===== src/rtl/cpu_pipe_pkg.sv =====
// Shared types, constants and instruction-field helpers for the four-stage pipe tracker.
// Optional operand forwarding is selected with the FORWARD_EN macro.
package cpu_pipe_pkg;

  localparam int IW = 16;

  typedef logic [4:0]    opcode_t;
  typedef logic [IW-1:0] instr_t;
  typedef logic [2:0]    reg_idx_t;

  localparam opcode_t NOP_OPCODE  = 5'b00111;
  localparam opcode_t LOAD_OPCODE = 5'b00100;
  localparam instr_t  BUBBLE      = {{(IW-5){1'b0}}, NOP_OPCODE};

  localparam logic [1:0] FWD_RF = 2'd0;
  localparam logic [1:0] FWD_S3 = 2'd1;
  localparam logic [1:0] FWD_S4 = 2'd2;

  function automatic logic writes_reg(input opcode_t op);
    return !op[3] && !(op[1] && op[0]);
  endfunction

  // op[3] writers target the link register R7 instead of Rx
  function automatic reg_idx_t dest_reg(input instr_t w);
    return w[3] ? 3'd7 : w[7:5];
  endfunction

  function automatic logic reads_rx(input opcode_t op);
    return (op != 5'b10000) && !op[3];
  endfunction

  function automatic logic reads_ry(input opcode_t op);
    return op[4] || (op == 5'b00100) || (op == 5'b00101);
  endfunction

endpackage


===== src/rtl/instr_pipe_tracker_if.sv =====
// Fetch-side / decoder-side bundle of the pipe tracker; master drives fetch inputs.
// Forwarding selects exist only when FORWARD_EN is defined.
interface instr_pipe_tracker_if;
  import cpu_pipe_pkg::*;

  instr_t           instr_in;
  logic             instr_valid;
  logic             br_taken;
  logic [4:1][4:0]  opcode;
  instr_t           instr_s2;
  instr_t           instr_s3;
  instr_t           instr_s4;
  logic [4:1]       valid;
  logic             fetch_enable;
  logic             stall;
`ifdef FORWARD_EN
  logic [1:0]       fwd_a_sel;
  logic [1:0]       fwd_b_sel;
`endif

  modport master (
    output instr_in, instr_valid, br_taken,
    input  opcode, instr_s2, instr_s3, instr_s4, valid, fetch_enable, stall
`ifdef FORWARD_EN
    , input fwd_a_sel, fwd_b_sel
`endif
  );

  modport slave (
    input  instr_in, instr_valid, br_taken,
    output opcode, instr_s2, instr_s3, instr_s4, valid, fetch_enable, stall
`ifdef FORWARD_EN
    , output fwd_a_sel, fwd_b_sel
`endif
  );

endinterface


===== src/rtl/pipe_hazard_unit.sv =====
// Combinational RAW detector between stage 2 and stages 3/4.
// With FORWARD_EN only load-use stalls; other hazards become forwarding selects.
module pipe_hazard_unit
  import cpu_pipe_pkg::*;
(
  input  instr_t     i_s2,
  input  instr_t     i_s3,
  input  instr_t     i_s4,
  input  logic [4:2] i_valid,
  output logic       o_stall
`ifdef FORWARD_EN
  ,
  output logic [1:0] o_fwd_a_sel,
  output logic [1:0] o_fwd_b_sel
`endif
);

  logic     w_wr3, w_wr4;
  logic     w_rx_live, w_ry_live;
  reg_idx_t w_d3, w_d4;
  logic     w_a3, w_a4, w_b3, w_b4;
  logic     w_h3, w_h4;

  // bubbles carry valid=0, so they never qualify as writers or readers
  assign w_wr3     = i_valid[3] & writes_reg(i_s3[4:0]);
  assign w_wr4     = i_valid[4] & writes_reg(i_s4[4:0]);
  assign w_d3      = dest_reg(i_s3);
  assign w_d4      = dest_reg(i_s4);
  assign w_rx_live = i_valid[2] & reads_rx(i_s2[4:0]);
  assign w_ry_live = i_valid[2] & reads_ry(i_s2[4:0]);

  assign w_a3 = w_rx_live & w_wr3 & (i_s2[7:5]  == w_d3);
  assign w_a4 = w_rx_live & w_wr4 & (i_s2[7:5]  == w_d4);
  assign w_b3 = w_ry_live & w_wr3 & (i_s2[10:8] == w_d3);
  assign w_b4 = w_ry_live & w_wr4 & (i_s2[10:8] == w_d4);

  assign w_h3 = w_a3 | w_b3;
  assign w_h4 = w_a4 | w_b4;

`ifdef FORWARD_EN
  // a load's data is not ready in stage 3, so only that case must wait
  assign o_stall     = w_h3 & (i_s3[4:0] == LOAD_OPCODE);
  assign o_fwd_a_sel = w_a3 ? FWD_S3 : (w_a4 ? FWD_S4 : FWD_RF);
  assign o_fwd_b_sel = w_b3 ? FWD_S3 : (w_b4 ? FWD_S4 : FWD_RF);
`else
  assign o_stall = w_h3 | w_h4;
`endif

endmodule


===== src/rtl/instr_pipe_tracker.sv =====
// Four-stage in-flight instruction tracker: stage registers plus flush/stall muxing.
// Build with FORWARD_EN to expose operand forwarding selects.
module instr_pipe_tracker
  import cpu_pipe_pkg::*;
(
  input  logic                 clk,
  input  logic                 reset,
  instr_pipe_tracker_if.slave  p
);

  instr_t     r_s1, r_s2, r_s3, r_s4;
  logic [4:1] r_valid;

  instr_t     w_s1_nx, w_s2_nx, w_s3_nx, w_s4_nx;
  logic [4:1] w_valid_nx;
  logic       w_hz_stall;
  logic       w_stall;

  pipe_hazard_unit u_hazard (
    .i_s2        (r_s2),
    .i_s3        (r_s3),
    .i_s4        (r_s4),
    .i_valid     (r_valid[4:2]),
    .o_stall     (w_hz_stall)
`ifdef FORWARD_EN
    ,
    .o_fwd_a_sel (p.fwd_a_sel),
    .o_fwd_b_sel (p.fwd_b_sel)
`endif
  );

  // a taken branch flushes the stalled instruction, so the stall is void that cycle
  assign w_stall = w_hz_stall & ~p.br_taken;

  // next stage contents: branch flush beats stall, stall beats advance
  always_comb begin
    w_s1_nx    = r_s1;
    w_s2_nx    = r_s2;
    w_s3_nx    = r_s3;
    w_s4_nx    = r_s3;
    w_valid_nx = r_valid;
    if (p.br_taken) begin
      w_s1_nx    = BUBBLE;
      w_s2_nx    = BUBBLE;
      w_s3_nx    = BUBBLE;
      w_valid_nx = {r_valid[3], 3'b000};
    end else if (w_hz_stall) begin
      w_s3_nx    = BUBBLE;
      w_valid_nx = {r_valid[3], 1'b0, r_valid[2:1]};
    end else begin
      w_s3_nx    = r_s2;
      w_s2_nx    = r_s1;
      w_s1_nx    = p.instr_valid ? p.instr_in : BUBBLE;
      w_valid_nx = {r_valid[3:1], p.instr_valid};
    end
  end

  // stage registers with synchronous active-low reset to an all-bubble pipe
  always_ff @(posedge clk) begin
    if (!reset) begin
      r_s1    <= BUBBLE;
      r_s2    <= BUBBLE;
      r_s3    <= BUBBLE;
      r_s4    <= BUBBLE;
      r_valid <= 4'b0000;
    end else begin
      r_s1    <= w_s1_nx;
      r_s2    <= w_s2_nx;
      r_s3    <= w_s3_nx;
      r_s4    <= w_s4_nx;
      r_valid <= w_valid_nx;
    end
  end

  assign p.opcode[1]    = r_s1[4:0];
  assign p.opcode[2]    = r_s2[4:0];
  assign p.opcode[3]    = r_s3[4:0];
  assign p.opcode[4]    = r_s4[4:0];
  assign p.instr_s2     = r_s2;
  assign p.instr_s3     = r_s3;
  assign p.instr_s4     = r_s4;
  assign p.valid        = r_valid;
  assign p.stall        = w_stall;
  assign p.fetch_enable = ~w_stall;

endmodule


===== src/flat_wrapper.sv =====
// flat-port wrapper written by rule: the top's interface ports become plain ports
module instr_pipe_tracker_flat import cpu_pipe_pkg::*;
  (clk, reset, p_instr_in, p_instr_valid, p_br_taken, p_opcode, p_instr_s2, p_instr_s3, p_instr_s4, p_valid, p_fetch_enable, p_stall);
  instr_pipe_tracker_if p_i ();
  input  logic clk;
  input  logic reset;
  input wire logic [$bits(p_i.instr_in)-1:0] p_instr_in;
  input wire logic [$bits(p_i.instr_valid)-1:0] p_instr_valid;
  input wire logic [$bits(p_i.br_taken)-1:0] p_br_taken;
  output wire logic [$bits(p_i.opcode)-1:0] p_opcode;
  output wire logic [$bits(p_i.instr_s2)-1:0] p_instr_s2;
  output wire logic [$bits(p_i.instr_s3)-1:0] p_instr_s3;
  output wire logic [$bits(p_i.instr_s4)-1:0] p_instr_s4;
  output wire logic [$bits(p_i.valid)-1:0] p_valid;
  output wire logic [$bits(p_i.fetch_enable)-1:0] p_fetch_enable;
  output wire logic [$bits(p_i.stall)-1:0] p_stall;
  assign p_i.instr_in = p_instr_in;
  assign p_i.instr_valid = p_instr_valid;
  assign p_i.br_taken = p_br_taken;
  assign p_opcode = p_i.opcode;
  assign p_instr_s2 = p_i.instr_s2;
  assign p_instr_s3 = p_i.instr_s3;
  assign p_instr_s4 = p_i.instr_s4;
  assign p_valid = p_i.valid;
  assign p_fetch_enable = p_i.fetch_enable;
  assign p_stall = p_i.stall;
  instr_pipe_tracker u_core (.clk(clk), .reset(reset), .p(p_i));
endmodule

===== config.mk =====
export PLATFORM = sky130hd
export DESIGN_NAME = instr_pipe_tracker_flat
export DESIGN_NICKNAME = d
export VERILOG_FILES = /design/src/rtl/cpu_pipe_pkg.sv /design/src/rtl/instr_pipe_tracker_if.sv /design/src/rtl/pipe_hazard_unit.sv /design/src/rtl/instr_pipe_tracker.sv /design/src/flat_wrapper.sv
export SDC_FILE = /design/constraint.sdc
export NUM_CORES = 1
export LEC_CHECK = 0
export CAP_MARGIN = 20
export CELL_PAD_IN_SITES_DETAIL_PLACEMENT = 1
export CELL_PAD_IN_SITES_GLOBAL_PLACEMENT = 1
export CORE_MARGIN = 1
export CORE_UTILIZATION = 35
export CTS_BUF_LIST = sky130_fd_sc_hd__clkbuf_4
export DETAILED_ROUTE_END_ITERATION = 12
export PLACE_DENSITY_LB_ADDON = 0.3
export SLEW_MARGIN = 10
export SYNTH_ARGS = -nofsm -noshare
export SYNTH_HDL_FRONTEND = slang
export SYNTH_SLANG_ARGS = --single-unit
export TNS_END_PERCENT = 100

===== constraint.sdc =====
create_clock -name clk -period 1.9 [get_ports clk]
set_input_delay 0.38 -clock clk [delete_from_list [all_inputs] [get_ports clk]]
set_output_delay 0.38 -clock clk [all_outputs]
set_load 0.01 [all_outputs]

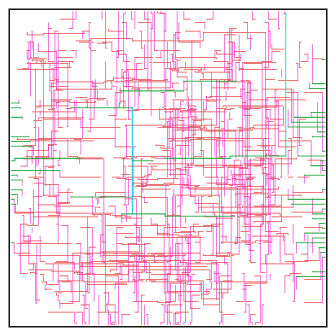
run_1/layers.png
green -> M3  # wire length 340 um
red -> M1  # wire length 2,740 um
cyan -> M4  # wire length 70.0 um
magenta -> M2  # wire length 3,420 um
overall routing resource usage: 0.1767
via count: 2,149
drt wl/cell: 14.01 um
final WL: 6.572 mm

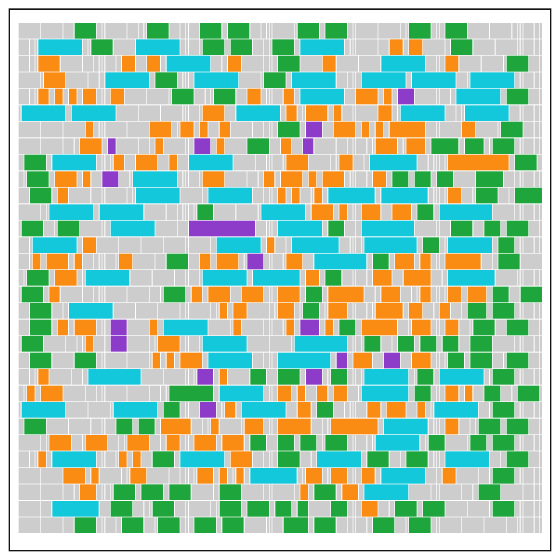
run_1/class_map.png
Fill, decap, tap and diode cells in gray.
green -> remaining buffers and delay cells  # cells 130, share of their area 32%
cyan -> registers  # cells 68, share of their area 36%
purple -> clock drivers and dummy loads  # cells 16, share of their area 3.5%
orange -> remaining logic cells  # cells 156, share of their area 29%

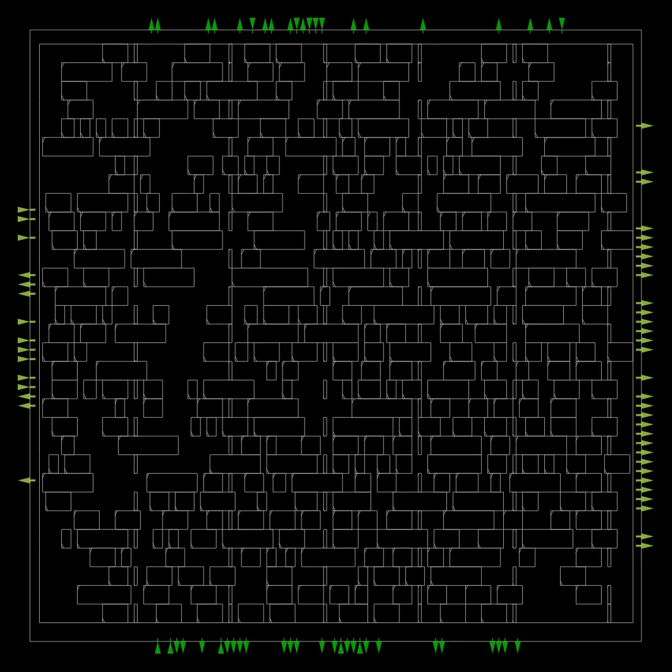
run_1/placed.png
Flops: 68
row cnt: 31
tapcell count: 99

run 1: layout make-up:
type	instances	area share
Clock buffer	9	0.01688
Clock inverter	7	0.01688
Multi-Input combinational cell	155	0.2797
Sequential cell	68	0.3494
Inverter	1	0.0009375
Timing Repair Buffer	130	0.3053
Tap cell	99	0.03094
run 1: state kept, by name, indices dropped and copies added, names as in the netlist:
name,cells
u_core.p.instr_s2,16
u_core.r_s1,16
u_core.p.valid,4
u_core.p.instr_s3,16
u_core.p.instr_s4,16
run 1: metal layers:
metal,GRT usage,up-vias
met2,0.3227,59
met5,0,-
met4,0.04762,0
met3,0.06187,6
li1,-,1066
met1,0.1942,1018
==> out/metrics.cfg, run 1 <==
[status]
status = finished with violations
violations = negative setup slack

[placed_design]
preCtsSetupSlack_ns = -0.3766
placed_area_mm2 = 0.003747

[logic_synthesis]
synth_area_per_cell_um2 = 10.29
yosysUniqueCellTypes = 28
ys_sh_mux = 0.1244
top_area_cell = dfxtp_1
yosys.area_share.simple = 0.2003

[pwr]
power.density_mw_per_mm2 = 623.3
pg_clk_w = 0.000908
internal_power_w = 0.001909
peakVddDrop_uv = 335.7

[worst_setup_path]
reg2reg_slack_ns = -0.16
path_delay_family = flip-flops
crit_path_top_delay_cell = dfxtp_4
rr_startpoint = u_core.p.instr_s2[7]$_SDFFE_PP0N_
cp-start-kind = flip-flop
cp_num_cells = 6
endpoint = p_fetch_enable
arrival_ns = 1.77

[timing]
worst_pin_slew_ns = 0.6767
holdWs_ns = 0.4676
setup_slack_ns = -0.2516
setup_violations = 53
hold_violations = 0

[cts]
cts_max_level = 3
cts_tree = yes
cts_buffer_depth = 2
cts_made_buffers = 9
post_cts_buffers = 1

[drt]
via_per_inst = 4.582
drtIter0Drc = 65
wl_met2_mm = 3.421

[floorplanning]
chipHeight_um = 89.10

[final_layout]
antenna_cells = 0
nNetsFinal = 385

[flow_run]
warnings = 28

[grt]
overflow = 0

==> run 2, diff against run 1 <==
Settings changed: CORE_MARGIN 1 to 4, CORE_UTILIZATION 35 to 30.
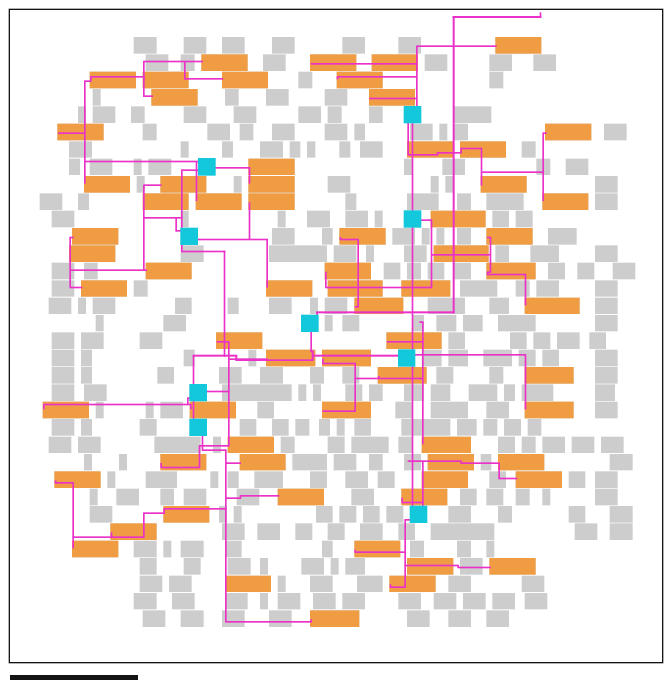
run_2/clock_wires.png
Bar = 20 um.
orange -> flip-flops  # count 68
cyan -> clock-net drivers  # count 9
magenta -> clock wires  # length 895 um
flops lie = widely spread
routed clock nets = 10
clk_skew: 0.01296 ns
clk ins delay skew pair: 0.40 ns
Clk pwr share: 0.354
Clk. pwr: 0.000871 W

==> run 2 against run 1 <==
The flow still finishes with violations (negative setup slack). Clock power shrank 4.1%. Sequential cell count is the same. Clock skew is essentially flat. Sequential share of layout area fell by 0.64 points. Critical path depth is the same. Core utilization is 8.1 points lower. Synthesized cell count did not move. Routed wire length grew 9.0%. Setup slack improved by 0.050 ns. Design area up 1.5%. Die size grew 31%. Sequential power hardly changed. Critical endpoint unchanged. Largest cell class unchanged.
==> out/metrics.cfg, run 2 <==
[timing]
setup_violations = 2  ; -96%
holdWs_ns = 0.4673  ; -0.0002350 ns
setup_slack_ns = -0.2014  ; +0.05021 ns
worst_pin_slew_ns = 0.3540  ; -0.3227 ns
period_minus_slack_ns = 2.101
hold_violations = 0  ; unchanged

[pwr]
power.density_mw_per_mm2 = 605.8  ; -2.8%

[drt]
drt-wirelength-per-cell_um = 14.99  ; +7.0%
via_per_inst = 4.479  ; -2.2%
via_count = 2141  ; -0.37%

[status]
status = finished with violations
violations = negative setup slack

[final_layout]
nNetsFinal = 387  ; +0.52%
comb-cell-share = 0.2799  ; about the same
logic_gates = 155  ; unchanged
seq-cell-share = 0.3430  ; -0.006394
inverters_excl_clock = 1  ; unchanged
area_dominant_class = registers
seq_cells = 68  ; unchanged
antenna_cells = 0  ; unchanged
final-nonclk-buf-share = 0.3140  ; +0.008726
nClkBuffers = 10  ; +1
clk_share = 0.02894  ; -0.004809

[worst_setup_path]
reg2reg_slack_ns = 0.09  ; +0.25 ns
cp_num_cells = 6  ; unchanged
endpoint = p_fetch_enable
path_delay_family = AND-OR/OR-AND gates
cp-start-kind = flip-flop
rr_startpoint = u_core.p.instr_s2[10]$_SDFFE_PP0N_

[flow_run]
warnings = 28  ; unchanged
maxCapViolCount = 0

[cts]
cts_made_buffers = 9  ; unchanged
cts_max_level = 3  ; unchanged
cts_tree = yes
cts_buffer_depth = 2  ; unchanged

[grt]
met1_usage = 0.1790  ; -0.01514
grt_use_met2 = 0.2229  ; -0.09980
grt.busiest_layer = met2
use_met3 = 0.02799  ; -0.03388

[logic_synthesis]
top_area_cell = dfxtp_1
synth_area_per_cell_um2 = 10.29  ; unchanged
yosys.area_share.simple = 0.2003  ; unchanged
yosys.area_share.adder = 0

[floorplanning]
rows = 34  ; +9.7%
chipHeight_um = 102.1  ; +15%
die_x_um = 102.1
tap_cells = 108  ; +9.1%

[placed_design]
preCtsSetupSlack_ns = -0.3488  ; +0.02778 ns

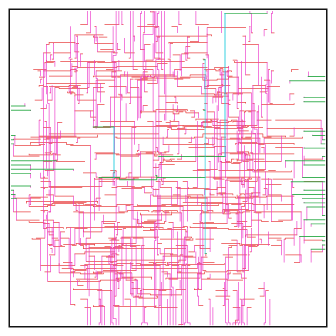
run_2/layers.png
overall routing resource usage: 0.1389
final WL: 7.164 mm

run 2: what timing repair did:
item                                    in CTS  in global routing
pin swaps                                    6                  7
gates cloned                                 0                  1
hold buffers                                 0                  0
endpoints found under the setup margin      59                 61
resized                                     30                 25
buffers inserted                             0                  1
endpoints found under the hold margin        0                  0
run 2: power by group:
| group | total, W | internal [W] | switching, W |
|---|---|---|---|
| combinational | 0.000148 | 0.0000837 | 0.0000640 |
| sequential | 0.00144 | 0.00143 | 0.00000933 |
| clock | 0.000871 | 0.000393 | 0.000479 |
| total | 0.00246 | 0.00191 | 0.000552 |
run 2: per-layer routing:
layer  vias up  wire, um
li1       1068         -
met1      1017      3154
met2        48      3587
met3         8       297
met4         0       125
met5         -         0
Power figures rest on the tool's default switching activity, not on a simulated workload.
